Run 1, the metal 2 layer:
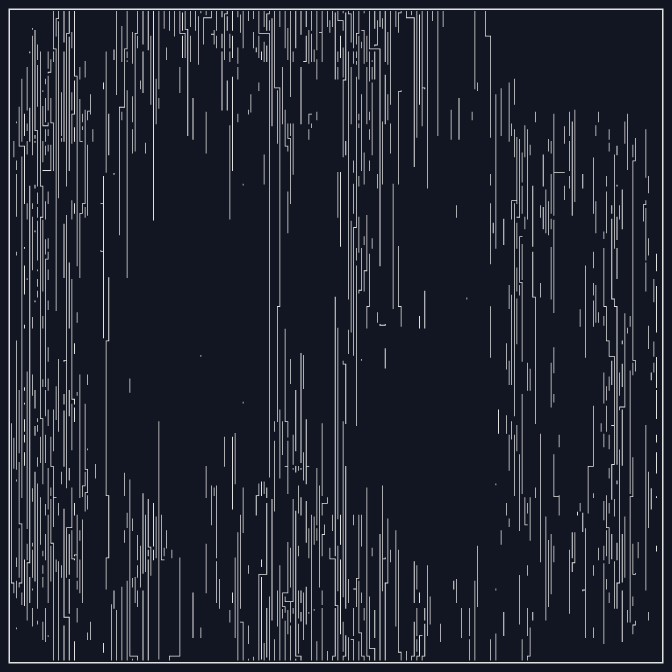
Run 1, wiring by layer:
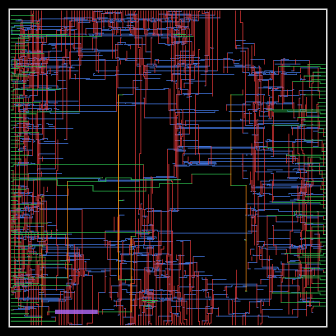
Run 1, local utilization:
11 x 11 tiles, from white (low) to dark blue (high), 0 to 100% covered.
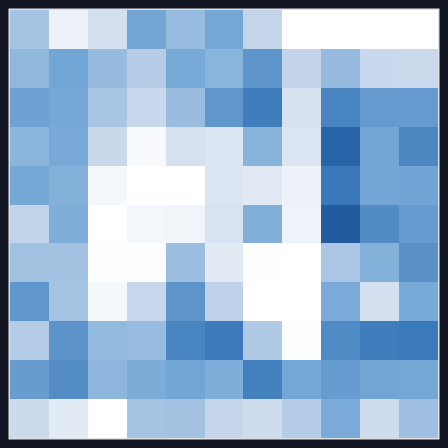
Design xm_resolve_latch, sky130hd; sources not shown.
==> reports/results.tsv, run 1 <==
stage	metric	value	unit
status	status	complete, but fails checks	
status	failing checks	hold timing	
worst_setup_path	CP arrival	1.85	ns
power	combinational power	266	uW
power	Seq power	1.79	mW
detailed_routing	ANT nets after route	0	
place	number of port buffers	0	
detailed_routing	Initial DRC Count	127	
place	RD Place Congestion	0.7721	
final_timing	fmax	627.0	MHz
final_timing	Hold Violations, Final	84	
clock_network	CTS Sinks	84	
run	max-cap viol count	0	
layout	Area Growth Syn to Fin	10.25	%
yosys	yosys xor share	1.399	%
yosys	Syn Nets	614	
yosys	Post-Synth AOI/OAI Area	14.91	%
yosys	Post-Syn Area	4382	um2
detailed_routing	Post-route DRC	0	
worst_setup_path	R2R Setup Slk	0.51	ns
layout	Top cells excl fill/tap	dfrtp_1 (84), nor2_1 (75), nand2_1 (65), mux2i_1 (37), and2_1 (32)	
yosys	Cell Type Count	42	
yosys	asr flop ratio synth	100.0	%
layout	Clock buf/inv share	5.905	%
detailed_routing	routed vias/inst	5.417	
power	Pint	2.765	mW
power	Top power group	registers	
layout	fraction of area in multi-input gates	43.07	%
yosys	Top cell area share	47.97	%
final_timing	Final period util	75.95	%
layout	largest cell class by area	flip-flops and latches	
yosys	Synth Instances	462	
clock_network	Post-CTS Setup Bufs	0	
yosys	dominant cell type by area after synthesis	dfrtp_1	
layout	final non-filler cell area	4831	um2
place	Placed Area	4476	um2
floorplan	I/O pin count	268	
layout	Buffers excl. clock	13	
yosys	EDFF count, synth	0	
power	Seq pwr share	50.1	%
final_timing	slew at the pin with the worst max-slew slack	0.6525	ns
power	Pwr Density	741.3	nW/um2
clock_network	CTS Buffer Depth	2	
yosys	biggest area cells	dfrtp_1 (48%), mux2i_1 (8.5%), nor2_1 (6.6%)	
floorplan	tap cells	168	
worst_hold_path	HP Class	input port to async pin	
power	switching fraction of total power	22.79	%
grt	pin count of the biggest net entering global routing	85	
worst_setup_path	R2R depth	5	
grt	global-route wire length before repair	17.73	mm
yosys	most frequent cell after synthesis	dfrtp_1	
final_timing	max-slew violation count	0	
layout	share of cells above drive strength 1	7.726	%
floorplan	Die Height	113.9	um
final_timing	Fin Setup TNS	0	ns
yosys	simple share	21.76	%
worst_setup_path	Critical Path End Type	flip-flop	
yosys	Ys Warns	0	
power	clock-net power	1.52	mW
clock_network	CTS tree	yes	
final_timing	Worst Hold Slack	-0.4332	ns
layout	Commonest Layout Cell	dfrtp_1	
detailed_routing	DR pass1 iterations	4	
yosys	yosys stat chip area	4382	um2
final_timing	minimum clock period	1.595	ns
power	Design Power	3.581	mW
floorplan	die width	113.9	um
clock_network	Reg clk slew, reported paths	0.06	ns
layout	n_diodes	0	
worst_setup_path	Crit Path Class	flip-flop to flip-flop	
yosys	Seq share, synth	47.97	%
layout	area taken by flip-flops and latches	2102	um2
final_timing	unrepaired setup endpoints after global routing	no	
clock_network	Gates resized, CTS repair	0	
floorplan	# rows	40	
layout	Logic Gate Count	332	
final_timing	Setup-failing EPs final	0	
layout	area of the multi-input gates	2081	um2
layout	flip-flops	84	
-- 'the metal 2 layer' (at the start) --
wire length on this layer: 5970 um
share of all routed wire: 49%
GRT met2 Usage: 31.06%
Vias: 3364
Routed WL: 12.18 mm

-- 'wiring by layer' (at the start) --
legend:
  red:
    layer: metal 2
    wire_length: 5970 um
  blue:
    layer: metal 1
    wire_length: 4570 um
  orange:
    layer: metal 4
    wire_length: 243 um
  purple:
    layer: metal 5
    wire_length: 13.8 um
  green:
    layer: metal 3
    wire_length: 1380 um
Wirelength per Cell: 19.61 um
GR Util All Layers: 18.19%

-- 'local utilization' (at the start) --
tiles over 75% full: 1.7%
fullest tile: 83%
mean over tiles: 36%
nearly empty tiles: 12%
emptiest ninth of the die: middle
Starting Density: 36.18%
post-layout utilization of the core: 39.89%
core footprint: 12110 um2

==> run 1: through the flow <==
stage	cells	utilization, %	setup slack (ns)
2_1_floorplan	462	-	0.6034
3_3_place_gp	599	36.95	0.4492
3_5_place_dp	599	36.95	0.3895
4_1_cts	621	39.89	0.4901
5_1_grt	621	39.89	0.3656
6_report	621	39.89	0.5051
==> run 1: critical path: stages (launching register included) <==
cell and delay (ns):
dfrtp_1 0.44, ha_1 0.28, a41oi_2 0.25, o21ai_4 0.14
nor3_1 0.25, xor2_1 0.16
==> run 1: routing by layer <==
layer / vias to the layer above / part of all wire, % / GRT usage [%]
met4: 2 / 2.0 / 7.619
met2: 178 / 49 / 31.06
met1: 1599 / 38 / 20.46
li1: 1566 / - / -
met5: - / 0.11 / 0
met3: 19 / 11 / 6.748
==> inputs of run 2 (changes only) <==
--- a/config.mk
+++ b/config.mk
@@ -5,7 +5,7 @@
 export SDC_FILE = /design/constraint.sdc
 export NUM_CORES = 1
 export LEC_CHECK = 0
-export ABC_CLOCK_PERIOD_IN_PS = 2100
+export ABC_CLOCK_PERIOD_IN_PS = 1370
 export CAP_MARGIN = 10
 export CORE_UTILIZATION = 35
 export DETAILED_ROUTE_END_ITERATION = 6
==> constraint.sdc (replaced) <==
create_clock -name clock -period 1.37 [get_ports clock]
set_input_delay 0.137 -clock clock [delete_from_list [all_inputs] [get_ports clock]]
set_output_delay 0.137 -clock clock [all_outputs]
set_load 0.005 [all_outputs]
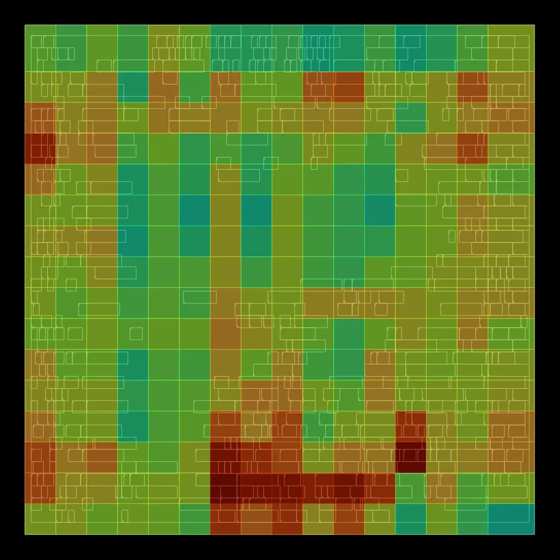
Run 2: routing congestion map
GR Util All Layers: 20.73%
GRT met2 Usage: 35.28%

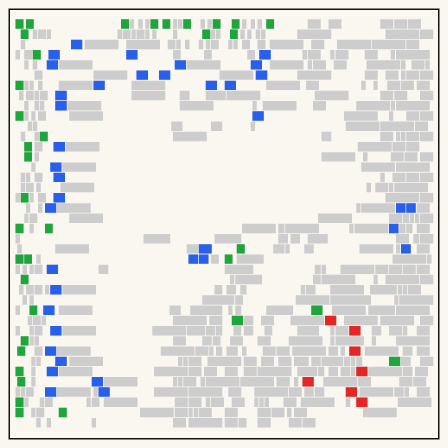
Run 2: gate-type map
legend:
  green:
    family: and/or cells
    cells: 37
  red:
    family: xor and xnor cells
    cells: 7
    where: bottom right
  blue:
    family: non-inverting ao/oa cells
    cells: 38
Commonest Layout Cell: dfrtp_1
fraction of area in multi-input gates: 37.28%
final std cells w/o fill: 692

==> reports/results.tsv, run 2 <==
stage	metric	value	unit	change
status	status	complete, but fails checks		unchanged
status	failing checks	hold timing, setup timing		was hold timing
layout	Logic Gate Count	332		unchanged
worst_setup_path	Critical Path End Type	flip-flop		unchanged
yosys	biggest area cells	dfrtp_1 (48%), mux2i_1 (8.5%), nor2_1 (6.6%)		unchanged
final_timing	Layout Skew	0.001891	ns	was 0.0002893 ns
place	RD Place Congestion	0.7570		was 0.7721
yosys	yosys stat chip area	4382	um2	unchanged
floorplan	Die Height	113.9	um	unchanged
yosys	Cell Type Count	42		unchanged
worst_setup_path	worst stage delay on the critical path	0.38	ns	was 0.44 ns
power	Design Power	5.866	mW	was 3.581 mW
power	Pwr Density	1042	nW/um2	was 741.3 nW/um2
grt	global-route wire length before repair	20.22	mm	was 17.73 mm
final_timing	Worst Hold Slack	-0.5098	ns	was -0.4332 ns
final_timing	Setup-failing EPs final	2		was 0
yosys	asr flop ratio synth	100.0	%	unchanged
clock_network	CTS tree	yes		unchanged
floorplan	I/O pin count	268		unchanged
layout	Buffers excl. clock	84		was 13
worst_hold_path	HP Class	input port to async pin		unchanged
yosys	Synth Instances	462		unchanged
clock_network	CTS Sinks	84		unchanged
layout	n_diodes	0		unchanged
grt	pin count of the biggest net entering global routing	85		unchanged
layout	flip-flops	84		unchanged
place	pre-CTS setup slack	-0.1032	ns	was 0.3895 ns
place	Placed Area	4634	um2	was 4476 um2
yosys	EDFF count, synth	0		unchanged
layout	final non-filler cell area	5632	um2	was 4831 um2
worst_setup_path	Crit-path slowest cell	dfrtp_1		unchanged
detailed_routing	ANT nets after route	0		unchanged
worst_setup_path	delay-heaviest family, CP	flip-flops		unchanged
yosys	Syn Nets	614		unchanged
floorplan	Starting Density	36.18	%	unchanged
floorplan	die width	113.9	um	unchanged
yosys	synth cell count leaders	dfrtp_1 (84), nor2_1 (77), nand2_1 (66), mux2i_1 (37), and2_1 (32)		unchanged
power	LEAKAGE	2.611	nW	was 2.292 nW
detailed_routing	Post-route DRC	0		unchanged
layout	area of the multi-input gates	2100	um2	was 2081 um2
layout	share of cells above drive strength 1	10.50	%	was 7.726%
yosys	Top cell area share	47.97	%	unchanged
detailed_routing	metal2 WL	6.511	mm	was 5.971 mm
detailed_routing	metal3 WL	1.217	mm	was 1.375 mm
final_timing	Final Worst Setup Slack	-0.01300	ns	was 0.5051 ns
layout	post-layout utilization of the core	46.50	%	was 39.89%
worst_setup_path	Levels on crit path	5		unchanged
grt	met1 usage	23.98	%	was 20.46%
final_timing	slew at the pin with the worst max-slew slack	0.3661	ns	was 0.6525 ns
final_timing	fmax	723.1	MHz	was 627.0 MHz
run	max-cap viol count	0		unchanged
final_timing	unrepaired setup endpoints after global routing	yes		was no
worst_setup_path	CP cell instances	ha_2, a41oi_2, o21ai_4, nor3_2, xor2_1		was ha_1, a41oi_2, o21ai_4, nor3_1, xor2_1
yosys	Ys Warns	0		unchanged
detailed_routing	Routed met1 length	5.240	mm	was 4.573 mm
worst_setup_path	Crit Path Class	flip-flop to flip-flop		unchanged
yosys	Seq share, synth	47.97	%	unchanged
final_timing	minimum clock period	1.383	ns	was 1.595 ns
layout	area taken by flip-flops and latches	2102	um2	unchanged
final_timing	Hold Violations, Final	85		was 84
floorplan	tap cells	168		unchanged
yosys	simple share	21.76	%	unchanged
yosys	yosys xor share	1.399	%	unchanged
clock_network	Reg clk slew, reported paths	0.06	ns	about the same
floorplan	core footprint	12110	um2	unchanged
grt	GRT busiest layer	met2		unchanged
yosys	most frequent cell after synthesis	dfrtp_1		unchanged
place	Cells after DPL	610		was 599
final_timing	max-slew violation count	0		unchanged
floorplan	# rows	40		unchanged
detailed_routing	DR pass1 iterations	4		unchanged
grt	M3 GR Usage	5.473	%	was 6.748%
worst_setup_path	R2R depth	5		unchanged
clock_network	CTS Buffer Depth	2		unchanged
detailed_routing	Wirelength per Cell	19.34	um	was 19.61 um
yosys	Yosys Instances	462		unchanged
detailed_routing	Vias	3754		was 3364
detailed_routing	top layer in use	met4		was met5
detailed_routing	routed vias/inst	5.425		was 5.417
yosys	Post-Synth AOI/OAI Area	14.91	%	unchanged
final_timing	Fin Setup TNS	-0.01477	ns	was 0 ns
worst_setup_path	R2R Setup Slk	-0.01	ns	was 0.51 ns
layout	Top cells excl fill/tap	dfrtp_1 (84), nor2_1 (75), nand2_1 (65), dlygate4sd3_1 (62), mux2i_1 (37)		was dfrtp_1 (84), nor2_1 (75), nand2_1 (65), mux2i_1 (37), and2_1 (32)
final_timing	Final period util	100.9	%	was 75.95%
==> run 2: netlist changes by cell type in the layout (fill, tap and decap cells not counted), moves of 2 or more <==
cell           change
clkinv_2           -3
clkbuf_1           -2
inv_6              +2
nor3_1             -2
clkinvlp_4         +2
buf_12             +6
dlygate4sd3_1     +57
nor3_2             +2
buf_4              +7
==> run 2: repair_timing <==
| item | CTS | global route |
|---|---|---|
| endpoints found under the setup margin | 4 | 9 |
| resized | 1 | 0 |
| pin swaps | 1 | 2 |
| setup buffers | 1 | 0 |
| endpoints found under the hold margin | 129 | 84 |
==> run 2: where the power goes <==
| group | switching, mW | internal, mW | leakage [nW] |
|---|---|---|---|
| logic | 0.261 | 0.369 | 1.35 |
| registers | 0.125 | 2.62 | 1.11 |
| clock network | 1.02 | 1.47 | 0.142 |
Power and IR drop assume default switching activity.
